[config.mk]
export PLATFORM = sky130hd
export DESIGN_NAME = lc3_mem_arbiter_flat
export DESIGN_NICKNAME = d
export VERILOG_FILES = /design/src/rtl/lc3_mem_arbiter_if.sv /design/src/rtl/lc3_mem_arbiter.sv /design/src/flat_wrapper.sv
export SDC_FILE = /design/constraint.sdc
export NUM_CORES = 1
export LEC_CHECK = 0
export CAP_MARGIN = 10
export CORE_ASPECT_RATIO = 1.1
export CORE_MARGIN = 2
export CORE_UTILIZATION = 40
export CTS_CLUSTER_DIAMETER = 50
export CTS_CLUSTER_SIZE = 30
export DETAILED_ROUTE_END_ITERATION = 10
export HOLD_SLACK_MARGIN = 0.1
export PLACE_DENSITY = 0.78
export SLEW_MARGIN = 10
export SYNTH_ARGS = -nofsm -noshare
export SYNTH_HDL_FRONTEND = slang
export SYNTH_SLANG_ARGS = --single-unit
[constraint.sdc]
create_clock -name clk -period 2.7 [get_ports clk]
set_clock_uncertainty 0.05 [all_clocks]
set_input_delay 0.54 -clock clk [delete_from_list [all_inputs] [get_ports clk]]
set_output_delay 0.54 -clock clk [all_outputs]
set_load 0.05 [all_outputs]
[src/rtl/lc3_mem_arbiter_if.sv]
// ---------------------------------------------------------------------------
// lc3_mem_arbiter_if
// Bundles the three buses around the LC-3 memory arbiter: the CPU requester
// (MAR/MDR path), the debug/loader requester and the single-port memory.
// The arbiter connects through the "slave" modport; the surrounding system
// (CPU control, loader, memory array) uses the "master" modport.
// ---------------------------------------------------------------------------
interface lc3_mem_arbiter_if #(
    parameter int ADDR_W = 16,
    parameter int DATA_W = 16
);
    // CPU requester
    logic              cpu_req;
    logic              cpu_we;
    logic [ADDR_W-1:0] cpu_addr;
    logic [DATA_W-1:0] cpu_wdata;
    logic [DATA_W-1:0] cpu_rdata;
    logic              cpu_ack;

    // Debug / loader requester
    logic              dbg_req;
    logic              dbg_we;
    logic [ADDR_W-1:0] dbg_addr;
    logic [DATA_W-1:0] dbg_wdata;
    logic [DATA_W-1:0] dbg_rdata;
    logic              dbg_ack;

    // Memory side
    logic              mem_en;
    logic              mem_we;
    logic [ADDR_W-1:0] mem_addr;
    logic [DATA_W-1:0] mem_wdata;
    logic [DATA_W-1:0] mem_rdata;

    // Status
    logic              busy;
    logic              owner;

    modport slave (
        input  cpu_req, cpu_we, cpu_addr, cpu_wdata,
        output cpu_rdata, cpu_ack,
        input  dbg_req, dbg_we, dbg_addr, dbg_wdata,
        output dbg_rdata, dbg_ack,
        output mem_en, mem_we, mem_addr, mem_wdata,
        input  mem_rdata,
        output busy, owner
    );

    modport master (
        output cpu_req, cpu_we, cpu_addr, cpu_wdata,
        input  cpu_rdata, cpu_ack,
        output dbg_req, dbg_we, dbg_addr, dbg_wdata,
        input  dbg_rdata, dbg_ack,
        input  mem_en, mem_we, mem_addr, mem_wdata,
        output mem_rdata,
        input  busy, owner
    );
endinterface

[src/rtl/lc3_mem_arbiter.sv]
// ---------------------------------------------------------------------------
// lc3_mem_arbiter
// Sequences the single-port unified LC-3 memory and shares it between the CPU
// memory interface and the debug/loader port. Every access runs
// IDLE -> ACCESS -> WAIT -> RESP; the completion pulse to the CPU is the
// LC-3 ready signal R (cpu_ack). All outputs come straight from flops.
//
// Optional build macro LC3_MEM_ARB_ROUNDROBIN_EN:
//   defined   - round-robin arbitration with a 1-bit preferred-requester
//               pointer (resets to CPU, flips after every grant)
//   undefined - fixed priority, the CPU always wins a tie
// ---------------------------------------------------------------------------
module lc3_mem_arbiter #(
    parameter int ADDR_W      = 16,
    parameter int DATA_W      = 16,
    parameter int MEM_LATENCY = 1    // legal range 1..15
) (
    input  logic               clk,
    input  logic               reset_n,
    lc3_mem_arbiter_if.slave   bus
);

    typedef enum logic [1:0] {
        ST_IDLE   = 2'd0,
        ST_ACCESS = 2'd1,
        ST_WAIT   = 2'd2,
        ST_RESP   = 2'd3
    } state_t;

    // WAIT countdown start value; cnt reaching zero marks the rdata cycle
    localparam logic [3:0] CNT_LOAD = 4'(MEM_LATENCY - 1);

    state_t            state_q,     state_d;
    logic [3:0]        cnt_q,       cnt_d;
    logic              mem_en_q,    mem_en_d;
    logic              mem_we_q,    mem_we_d;
    logic [ADDR_W-1:0] mem_addr_q,  mem_addr_d;
    logic [DATA_W-1:0] mem_wdata_q, mem_wdata_d;
    logic [DATA_W-1:0] cpu_rdata_q, cpu_rdata_d;
    logic [DATA_W-1:0] dbg_rdata_q, dbg_rdata_d;
    logic              cpu_ack_q,   cpu_ack_d;
    logic              dbg_ack_q,   dbg_ack_d;
    logic              busy_q,      busy_d;
    logic              owner_q,     owner_d;
`ifdef LC3_MEM_ARB_ROUNDROBIN_EN
    logic              rr_ptr_q,    rr_ptr_d;   // 0 = CPU preferred, 1 = debug
`endif

    logic              any_req_s;
    logic              grant_dbg_s;

    // Arbitration: decide which requester would be granted in IDLE this cycle
    always_comb begin
        any_req_s   = bus.cpu_req | bus.dbg_req;
        grant_dbg_s = 1'b0;
`ifdef LC3_MEM_ARB_ROUNDROBIN_EN
        if (bus.cpu_req && bus.dbg_req) begin
            grant_dbg_s = rr_ptr_q;
        end else if (bus.dbg_req) begin
            grant_dbg_s = 1'b1;
        end else begin
            grant_dbg_s = 1'b0;
        end
`else
        if (bus.cpu_req) begin
            grant_dbg_s = 1'b0;
        end else if (bus.dbg_req) begin
            grant_dbg_s = 1'b1;
        end else begin
            grant_dbg_s = 1'b0;
        end
`endif
    end

    // Next-state and next-output logic of the access sequencer
    always_comb begin
        state_d     = state_q;
        cnt_d       = cnt_q;
        mem_en_d    = 1'b0;
        mem_we_d    = mem_we_q;
        mem_addr_d  = mem_addr_q;
        mem_wdata_d = mem_wdata_q;
        cpu_rdata_d = cpu_rdata_q;
        dbg_rdata_d = dbg_rdata_q;
        cpu_ack_d   = 1'b0;
        dbg_ack_d   = 1'b0;
        owner_d     = owner_q;
`ifdef LC3_MEM_ARB_ROUNDROBIN_EN
        rr_ptr_d    = rr_ptr_q;
`endif

        case (state_q)
            ST_IDLE: begin
                if (any_req_s) begin
                    // Latch the winner's command; the strobe is issued next cycle
                    owner_d     = grant_dbg_s;
                    mem_en_d    = 1'b1;
                    mem_we_d    = grant_dbg_s ? bus.dbg_we    : bus.cpu_we;
                    mem_addr_d  = grant_dbg_s ? bus.dbg_addr  : bus.cpu_addr;
                    mem_wdata_d = grant_dbg_s ? bus.dbg_wdata : bus.cpu_wdata;
`ifdef LC3_MEM_ARB_ROUNDROBIN_EN
                    rr_ptr_d    = ~grant_dbg_s;
`endif
                    state_d     = ST_ACCESS;
                end else begin
                    state_d     = ST_IDLE;
                end
            end

            ST_ACCESS: begin
                cnt_d   = CNT_LOAD;
                state_d = ST_WAIT;
            end

            ST_WAIT: begin
                if (cnt_q != 4'd0) begin
                    cnt_d   = cnt_q - 4'd1;
                    state_d = ST_WAIT;
                end else begin
                    // mem_rdata is valid now; writes leave the rdata registers alone
                    if (!mem_we_q) begin
                        if (owner_q) begin
                            dbg_rdata_d = bus.mem_rdata;
                        end else begin
                            cpu_rdata_d = bus.mem_rdata;
                        end
                    end else begin
                        cpu_rdata_d = cpu_rdata_q;
                    end
                    if (owner_q) begin
                        dbg_ack_d = 1'b1;
                    end else begin
                        cpu_ack_d = 1'b1;
                    end
                    state_d = ST_RESP;
                end
            end

            ST_RESP: begin
                state_d = ST_IDLE;
            end

            default: begin
                state_d = ST_IDLE;
            end
        endcase

        busy_d = (state_d != ST_IDLE);
    end

    // State and registered-output flops; reset aborts any access in flight
    always_ff @(posedge clk or negedge reset_n) begin
        if (!reset_n) begin
            state_q     <= ST_IDLE;
            cnt_q       <= 4'd0;
            mem_en_q    <= 1'b0;
            mem_we_q    <= 1'b0;
            mem_addr_q  <= '0;
            mem_wdata_q <= '0;
            cpu_rdata_q <= '0;
            dbg_rdata_q <= '0;
            cpu_ack_q   <= 1'b0;
            dbg_ack_q   <= 1'b0;
            busy_q      <= 1'b0;
            owner_q     <= 1'b0;
`ifdef LC3_MEM_ARB_ROUNDROBIN_EN
            rr_ptr_q    <= 1'b0;
`endif
        end else begin
            state_q     <= state_d;
            cnt_q       <= cnt_d;
            mem_en_q    <= mem_en_d;
            mem_we_q    <= mem_we_d;
            mem_addr_q  <= mem_addr_d;
            mem_wdata_q <= mem_wdata_d;
            cpu_rdata_q <= cpu_rdata_d;
            dbg_rdata_q <= dbg_rdata_d;
            cpu_ack_q   <= cpu_ack_d;
            dbg_ack_q   <= dbg_ack_d;
            busy_q      <= busy_d;
            owner_q     <= owner_d;
`ifdef LC3_MEM_ARB_ROUNDROBIN_EN
            rr_ptr_q    <= rr_ptr_d;
`endif
        end
    end

    assign bus.cpu_rdata = cpu_rdata_q;
    assign bus.cpu_ack   = cpu_ack_q;
    assign bus.dbg_rdata = dbg_rdata_q;
    assign bus.dbg_ack   = dbg_ack_q;
    assign bus.mem_en    = mem_en_q;
    assign bus.mem_we    = mem_we_q;
    assign bus.mem_addr  = mem_addr_q;
    assign bus.mem_wdata = mem_wdata_q;
    assign bus.busy      = busy_q;
    assign bus.owner     = owner_q;

endmodule

[src/flat_wrapper.sv]
// flat-port wrapper written by rule: the top's interface ports become plain ports
module lc3_mem_arbiter_flat 
#(
    parameter int ADDR_W      = 16,
    parameter int DATA_W      = 16,
    parameter int MEM_LATENCY = 1                        
)
  (clk, reset_n, bus_cpu_req, bus_cpu_we, bus_cpu_addr, bus_cpu_wdata, bus_cpu_rdata, bus_cpu_ack, bus_dbg_req, bus_dbg_we, bus_dbg_addr, bus_dbg_wdata, bus_dbg_rdata, bus_dbg_ack, bus_mem_en, bus_mem_we, bus_mem_addr, bus_mem_wdata, bus_mem_rdata, bus_busy, bus_owner);
  lc3_mem_arbiter_if #(.ADDR_W(ADDR_W), .DATA_W(DATA_W)) bus_i ();
  input  logic clk;
  input  logic reset_n;
  input wire logic [$bits(bus_i.cpu_req)-1:0] bus_cpu_req;
  input wire logic [$bits(bus_i.cpu_we)-1:0] bus_cpu_we;
  input wire logic [$bits(bus_i.cpu_addr)-1:0] bus_cpu_addr;
  input wire logic [$bits(bus_i.cpu_wdata)-1:0] bus_cpu_wdata;
  output wire logic [$bits(bus_i.cpu_rdata)-1:0] bus_cpu_rdata;
  output wire logic [$bits(bus_i.cpu_ack)-1:0] bus_cpu_ack;
  input wire logic [$bits(bus_i.dbg_req)-1:0] bus_dbg_req;
  input wire logic [$bits(bus_i.dbg_we)-1:0] bus_dbg_we;
  input wire logic [$bits(bus_i.dbg_addr)-1:0] bus_dbg_addr;
  input wire logic [$bits(bus_i.dbg_wdata)-1:0] bus_dbg_wdata;
  output wire logic [$bits(bus_i.dbg_rdata)-1:0] bus_dbg_rdata;
  output wire logic [$bits(bus_i.dbg_ack)-1:0] bus_dbg_ack;
  output wire logic [$bits(bus_i.mem_en)-1:0] bus_mem_en;
  output wire logic [$bits(bus_i.mem_we)-1:0] bus_mem_we;
  output wire logic [$bits(bus_i.mem_addr)-1:0] bus_mem_addr;
  output wire logic [$bits(bus_i.mem_wdata)-1:0] bus_mem_wdata;
  input wire logic [$bits(bus_i.mem_rdata)-1:0] bus_mem_rdata;
  output wire logic [$bits(bus_i.busy)-1:0] bus_busy;
  output wire logic [$bits(bus_i.owner)-1:0] bus_owner;
  assign bus_i.cpu_req = bus_cpu_req;
  assign bus_i.cpu_we = bus_cpu_we;
  assign bus_i.cpu_addr = bus_cpu_addr;
  assign bus_i.cpu_wdata = bus_cpu_wdata;
  assign bus_cpu_rdata = bus_i.cpu_rdata;
  assign bus_cpu_ack = bus_i.cpu_ack;
  assign bus_i.dbg_req = bus_dbg_req;
  assign bus_i.dbg_we = bus_dbg_we;
  assign bus_i.dbg_addr = bus_dbg_addr;
  assign bus_i.dbg_wdata = bus_dbg_wdata;
  assign bus_dbg_rdata = bus_i.dbg_rdata;
  assign bus_dbg_ack = bus_i.dbg_ack;
  assign bus_mem_en = bus_i.mem_en;
  assign bus_mem_we = bus_i.mem_we;
  assign bus_mem_addr = bus_i.mem_addr;
  assign bus_mem_wdata = bus_i.mem_wdata;
  assign bus_i.mem_rdata = bus_mem_rdata;
  assign bus_busy = bus_i.busy;
  assign bus_owner = bus_i.owner;
  lc3_mem_arbiter #(.ADDR_W(ADDR_W), .DATA_W(DATA_W), .MEM_LATENCY(MEM_LATENCY)) u_core (.clk(clk), .reset_n(reset_n), .bus(bus_i));
endmodule
==> summary.rpt, run 1 <==
PHYSICAL IMPLEMENTATION REPORT
----------------------------------------------------
[Clock tree]
  Clk root buf ........................ clkbuf_8
  Number of H-tree levels ........................ 3
  Clk sink count ........................ 76

[Setup path]
  Maximum fanout along the worst path ........................ 16
  Worst reg-to-reg path cell count ........................ 5
  Count of buffering cells on the critical path with inverters included ........................ 1

[Synth]
  Share of the synthesized area in the top cell type ........................ 57.1%
  Flip-flops with a built-in enable ........................ 0
  Share of flip-flops with an asynchronous set or reset after synthesis ........................ 100%

[Timing]
  Worst-margin pin slew ........................ 0.859 ns
  Final period utilization ........................ 84.3%
  Upper clock frequency limit ........................ 0.439 GHz
  Setup repair after global routing missed its margin ........................ false

[Run status]
  Outcome ........................ finished, final reports clean

[Pwr]
  P per Cell Area ........................ 1370 mW/mm2
  Cell internal pwr ........................ 3.80 mW

[Drt]
  Routed len/inst ........................ 15.2 um

[Finish]
  Fraction of layout instances using a drive strength above 1 ........................ 13.5%

[Global route]
  Antenna violations before repair ........................ 0
  Total gr overflow ........................ 0

----------------------------------------------------
-- run 1: per-layer routing --
layer  global-route usage, %  vias to the layer above  part of all wire, %
li1                        -                     1214                    -
met1                    22.9                     1167                   43
met2                    30.9                      120                   48
met3                    5.23                       12                  7.7
met4                    8.16                        0                  2.2
met5                       0                        -                    0
-- run 1: area by class of cell --
cell class	instances	area (um2)
Tap cell	108	135
Sequential cell	76	1900
Clock buffer	10	138
Fill cell	646	2780
Timing Repair Buffer	159	1620
Multi-Input combinational cell	161	1310
Inverter	10	37.5
Clock inverter	6	87.6
-- run 1: kinds of logic (layout without fill, tap and decap cells) --
kind of cell,Yosys count,in the layout,share of synthesized area (%)
adder cells (fa/ha/maj),5,5,1.88
multiplexers,66,66,23.3
AND/OR/NAND/NOR,45,45,6.31
AND-OR/OR-AND,45,45,7.13
buffers and inverters,25,185,4.35
flip-flops,76,76,57.1
-- run 1: metrics by stage --
| step | utilization, % | worst slack (ns) | hold slack (ns) | instance area (um2) |
|---|---|---|---|---|
| 2_1_floorplan | - | 0.746 | 0.194 | 3330 |
| 3_3_place_gp | 62.5 | 0.481 | 0.411 | 5000 |
| 3_5_place_dp | 62.5 | 0.409 | 0.420 | 5000 |
| 4_1_cts | 65.3 | 0.387 | 0.169 | 5220 |
| 5_1_grt | 65.3 | 0.251 | 0.202 | 5220 |
| 6_report | 65.3 | 0.424 | 0.158 | 5220 |
-- run 1: final timing paths --
kind                                                    startpoint  slack, ns                                    to
max in group asynchronous                                  reset_n       1.87   u_core.bus.dbg_rdata[8]$_DFFE_PN0P_
worst min register to register  u_core.bus.mem_addr[4]$_DFFE_PN0P_       0.43    u_core.bus.mem_addr[4]$_DFFE_PN0P_
worst max-delay path                   u_core.state_q[0]$_DFF_PN0_       0.42  u_core.bus.dbg_rdata[10]$_DFFE_PN0P_
min in group clk                u_core.bus.mem_addr[4]$_DFFE_PN0P_       0.43    u_core.bus.mem_addr[4]$_DFFE_PN0P_
worst min-delay path                                       reset_n       0.16   u_core.bus.cpu_rdata[0]$_DFFE_PN0P_
worst max register to register         u_core.state_q[0]$_DFF_PN0_       0.42  u_core.bus.dbg_rdata[10]$_DFFE_PN0P_
-- run 1: cells in the final DEF (no fill, tap or decap), drive strengths merged, types with 2 or more instances in the layout --
cell / instances
dfrtp: 76
o21ai: 36
clkinv: 4
mux2: 32
buf: 5
inv: 10
or3: 2
mux2i: 34
clkdlybuf4s50: 154
ha: 5
nand2: 34
nor2: 3
bufinv: 2
a21oi: 4
a31oi: 2
clkbuf: 10
-- run 1: power by group through the flow --
stage               registers (mW)  logic (mW)  clock network [mW]
floorplan                     3.79        1.03                   0
global placement              1.98        4.18                   0
detailed placement            2.00        4.25                   0
CTS                           1.98        4.27               0.981
global route                  2.05        4.44                1.04
finish                        1.98        4.23               0.960
-- run 1: flip-flops by register name (all words and copies together) (netlist names) --
register,count
u_core.bus.cpu_rdata,16
u_core.bus.busy,1
u_core.bus.dbg_ack,1
u_core.bus.dbg_rdata,16
u_core.bus.owner,1
u_core.cnt_q,4
u_core.bus.cpu_ack,1
u_core.bus.mem_en,1
u_core.bus.mem_addr,16
u_core.bus.mem_we,1
u_core.bus.mem_wdata,16
u_core.state_q,2
Fig. 1: run 1, clock network drawn from the DEF
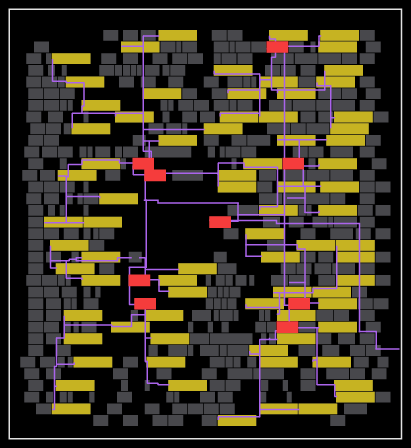
clock wires -> purple  # length 898 um
clock drivers -> red  # count 9
flip-flops -> yellow  # count 76
routed clock nets = 10
flops lie = spread over the die
Clk network pwr share: 13.4%
Clock Power: 960 uW
clock latency at the later pin of the worst-skew pair: 0.34 ns

Fig. 2: run 1, wiring by layer
Bar = 20 um.
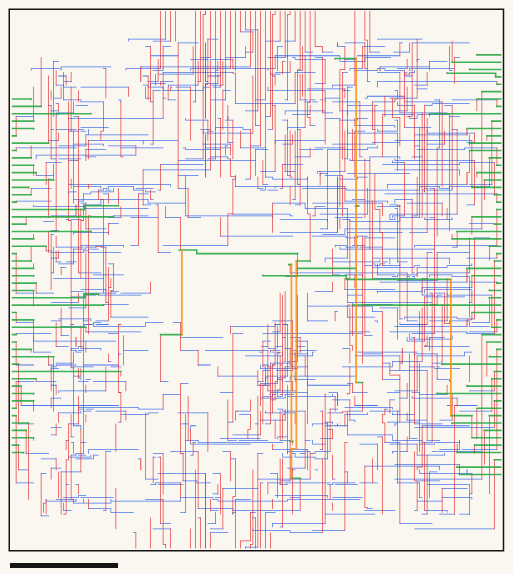
metal 4 -> orange  # wire length 174 um
metal 2 -> red  # wire length 3840 um
metal 1 -> blue  # wire length 3420 um
metal 3 -> green  # wire length 616 um
Total Routing Usage GR: 18.7%
via count: 2513

Fig. 3: run 1, placement density heat map
9 x 10 tiles, from dark blue (low) to red (high), 0 to 100% covered.
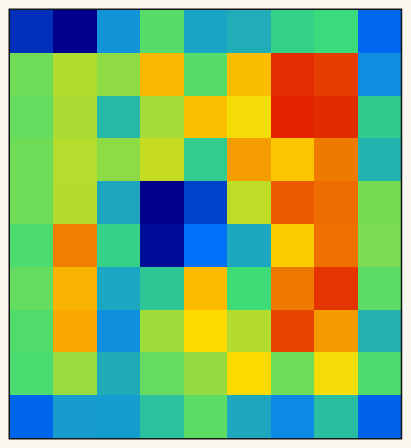
densest ninth of the die = right middle
fullest tile = 96%
mean over tiles = 56%
tiles over 75% full = 27%
emptiest ninth of the die = middle
core utilization of the finished layout: 65.3%
core area: 0.00800 mm2
initial core utilization: 41.7%

Fig. 4: run 1, congestion heat map
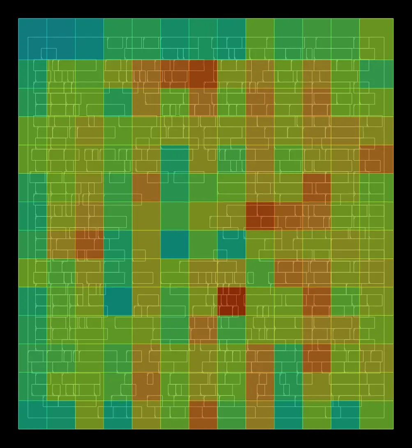

==> inputs of run 2 (changes only) <==
--- a/config.mk
+++ b/config.mk
@@ -8,12 +8,12 @@
 export CAP_MARGIN = 10
 export CORE_ASPECT_RATIO = 1.1
 export CORE_MARGIN = 2
-export CORE_UTILIZATION = 40
+export CORE_UTILIZATION = 37
 export CTS_CLUSTER_DIAMETER = 50
 export CTS_CLUSTER_SIZE = 30
 export DETAILED_ROUTE_END_ITERATION = 10
 export HOLD_SLACK_MARGIN = 0.1
-export PLACE_DENSITY = 0.78
+export PLACE_DENSITY = 0.76
 export SLEW_MARGIN = 10
 export SYNTH_ARGS = -nofsm -noshare
 export SYNTH_HDL_FRONTEND = slang
==> constraint.sdc (replaced) <==
create_clock -name clk -period 2 [get_ports clk]
set_clock_uncertainty 0.05 [all_clocks]
set_input_delay 0.4 -clock clk [delete_from_list [all_inputs] [get_ports clk]]
set_output_delay 0.4 -clock clk [all_outputs]
set_load 0.05 [all_outputs]
Fig. 5: run 2, congestion heat map
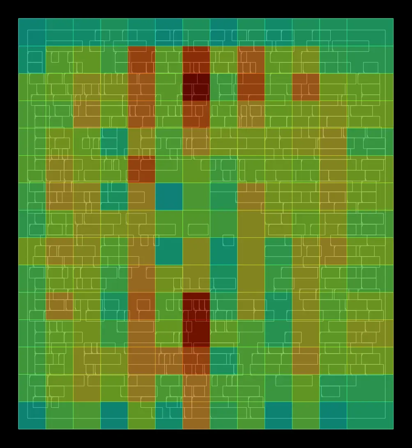
global routing usage on met1: 20.1%
GR met2 Demand/Resource: 26.6%
most crowded layer after global routing: met2
Total Routing Usage GR: 16.5%
routed len/inst: 14.9 um

Fig. 6: run 2, clock network drawn from the DEF
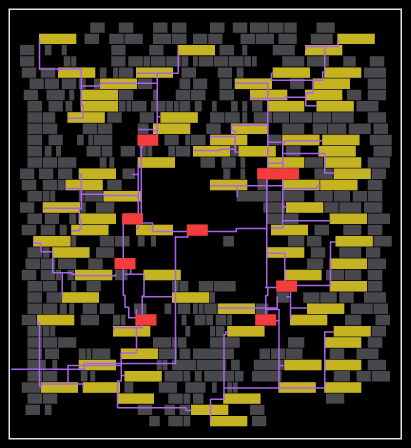
clock wires -> purple  # length 916 um
clock drivers -> red  # count 9
flip-flops -> yellow  # count 76
routed clock nets = 10
Clk network pwr share: 12.6%
Clock Power: 1.20 mW

==> summary.rpt, run 2 <==
PHYSICAL IMPLEMENTATION REPORT
----------------------------------------------------
[Synth]
  Share of flip-flops with an asynchronous set or reset after synthesis ........................ 100% (unchanged)
  Share of the synthesized area in the top cell type ........................ 57.1% (unchanged)

[Finish]
  Fraction of layout instances using a drive strength above 1 ........................ 16.4% (+2.9 points)
  Post-layout instance area ........................ 0.00533 mm2 (+2.1%)
  Top logic cells by instance count in the layout ........................ clkdlybuf4s50_1 (105), dfrtp_1 (76), dlymetal6s2s_1 (36), o21ai_0 (35)
  Number of inserted filler cells in the final layout ........................ 767 (+19%)

[Timing]
  Worst Hold Slack ........................ 0.429 ns (+0.271 ns)
  Final WS setup ........................ 0.0405 ns (-0.383 ns)
  Final period utilization ........................ 98.0%
  Upper clock frequency limit ........................ 0.510 GHz
  Count of final setup violators ........................ 0
  Worst-margin pin slew ........................ 0.541 ns (-0.318 ns)

[Setup path]
  Worst reg-to-reg path cell count ........................ 6 (+1)
  Worst reg2reg setup slack ........................ 0.09 ns (-0.33 ns)
  Endpoint of the most critical register-to-register path ........................ u_core.bus.cpu_rdata[9]$_DFFE_PN0P_
  Crit path launch type ........................ flop
  Arrival time of data at the critical path endpoint ........................ 1.51 ns
  Count of buffering cells on the critical path with inverters included ........................ 1 (unchanged)
  Maximum fanout along the worst path ........................ 2 (-14)
  Critical register-to-register path startpoint ........................ u_core.cnt_q[0]$_DFFE_PN0P_

[Floorplan]
  Initial core utilization ........................ 37.8% (-3.9 points)
  X dimension of the die ........................ 94.5 um
  Core area ........................ 0.00883 mm2 (+10%)
  Cell row count ........................ 36

[Drt]
  Met2 wire length ........................ 3.82 mm (-0.50%)
  Via count ........................ 2519 (+0.24%)
  Topmost layer with routed signal wires ........................ met4
  Routed wl met3 ........................ 754 um (+22%)
  Length of routed wiring on met1 ........................ 3.34 mm (-2.5%)

[Pwr]
  P per Cell Area ........................ 1780 mW/mm2 (+30%)

[Placed design]
  IO buf count ........................ 155
  Area after DPL ........................ 0.00503 mm2 (+0.65%)
  Worst slack, placed ........................ 0.0488 ns (-0.360 ns)

[Hold path]
  Hold Startpoint ........................ u_core.bus.mem_addr[2]$_DFFE_PN0P_
  Hold EP ........................ u_core.bus.mem_addr[2]$_DFFE_PN0P_

[Global route]
  Antenna violations before repair ........................ 0 (unchanged)
  Vias in the first global route ........................ 2636

[Clock tree]
  Clock latency at the later pin of the worst-skew pair ........................ 0.34 ns (about the same)
  Clk sink count ........................ 76 (unchanged)
  Number of H-tree levels ........................ 3 (unchanged)
  Clk root buf ........................ clkbuf_8

[Run status]
  Outcome ........................ finished, final reports clean

----------------------------------------------------
==> run 2: layout make-up <==
class / count / area (um2) / share of cell area [%]
Tap cell: 114 / 143 / 2.68
Timing Repair Buffer: 163 / 1740 / 32.6
Sequential cell: 76 / 1900 / 35.7
Clock buffer: 9 / 124 / 2.32
Clock inverter: 7 / 81.3 / 1.53
Inverter: 10 / 37.5 / 0.704
Multi-Input combinational cell: 161 / 1310 / 24.5
==> run 2: cell families after synthesis <==
| group | Yosys count | share of synthesized area (%) |
|---|---|---|
| flops | 76 | 57.1 |
| mux | 66 | 23.3 |
| compound gates | 45 | 7.13 |
| simple gates | 45 | 6.31 |
| buf+inv | 25 | 4.35 |
| fa+ha+maj | 5 | 1.88 |
==> run 2: timing repair <==
| action | CTS | global route |
|---|---|---|
| pin swaps | 0 | 0 |
| gates cloned | 0 | 0 |
| resized | 4 | 37 |
| setup buffers | 0 | 0 |
| endpoints found under the setup margin | 4 | 59 |
| endpoints found under the hold margin | 30 | 0 |
| hold buffers | 1 | 0 |
==> run 2: how the worst max path moves through the flow <==
stage / startpoint / end / slack [ns]
floorplan: u_core.state_q[0]$_DFF_PN0_ / u_core.bus.cpu_rdata[10]$_DFFE_PN0P_ / 0.05
global placement: bus_dbg_req / u_core.bus.mem_wdata[14]$_DFFE_PN0P_ / 0.08
detailed placement: bus_dbg_req / u_core.bus.mem_addr[7]$_DFFE_PN0P_ / 0.05
CTS: u_core.bus.mem_wdata[6]$_DFFE_PN0P_ / bus_mem_wdata[6] / 0.004
global route: u_core.bus.cpu_rdata[1]$_DFFE_PN0P_ / bus_cpu_rdata[1] / -0.03
finish: u_core.bus.mem_wdata[3]$_DFFE_PN0P_ / bus_mem_wdata[3] / 0.04
==> run 2: per-layer routing <==
| metal | track usage, % | vias up |
|---|---|---|
| li1 | - | 1216 |
| met1 | 20.1 | 1180 |
| met5 | 0 | - |
| met3 | 6.47 | 11 |
| met2 | 26.6 | 112 |
| met4 | 5.80 | 0 |
==> run 2: power breakdown <==
part	total, mW	switching, mW	internal, mW
registers	2.63	0.366	2.27
logic	5.68	3.61	2.07
clock network	1.20	0.600	0.596
Power figures rest on the tool's default switching activity, not on a simulated workload.
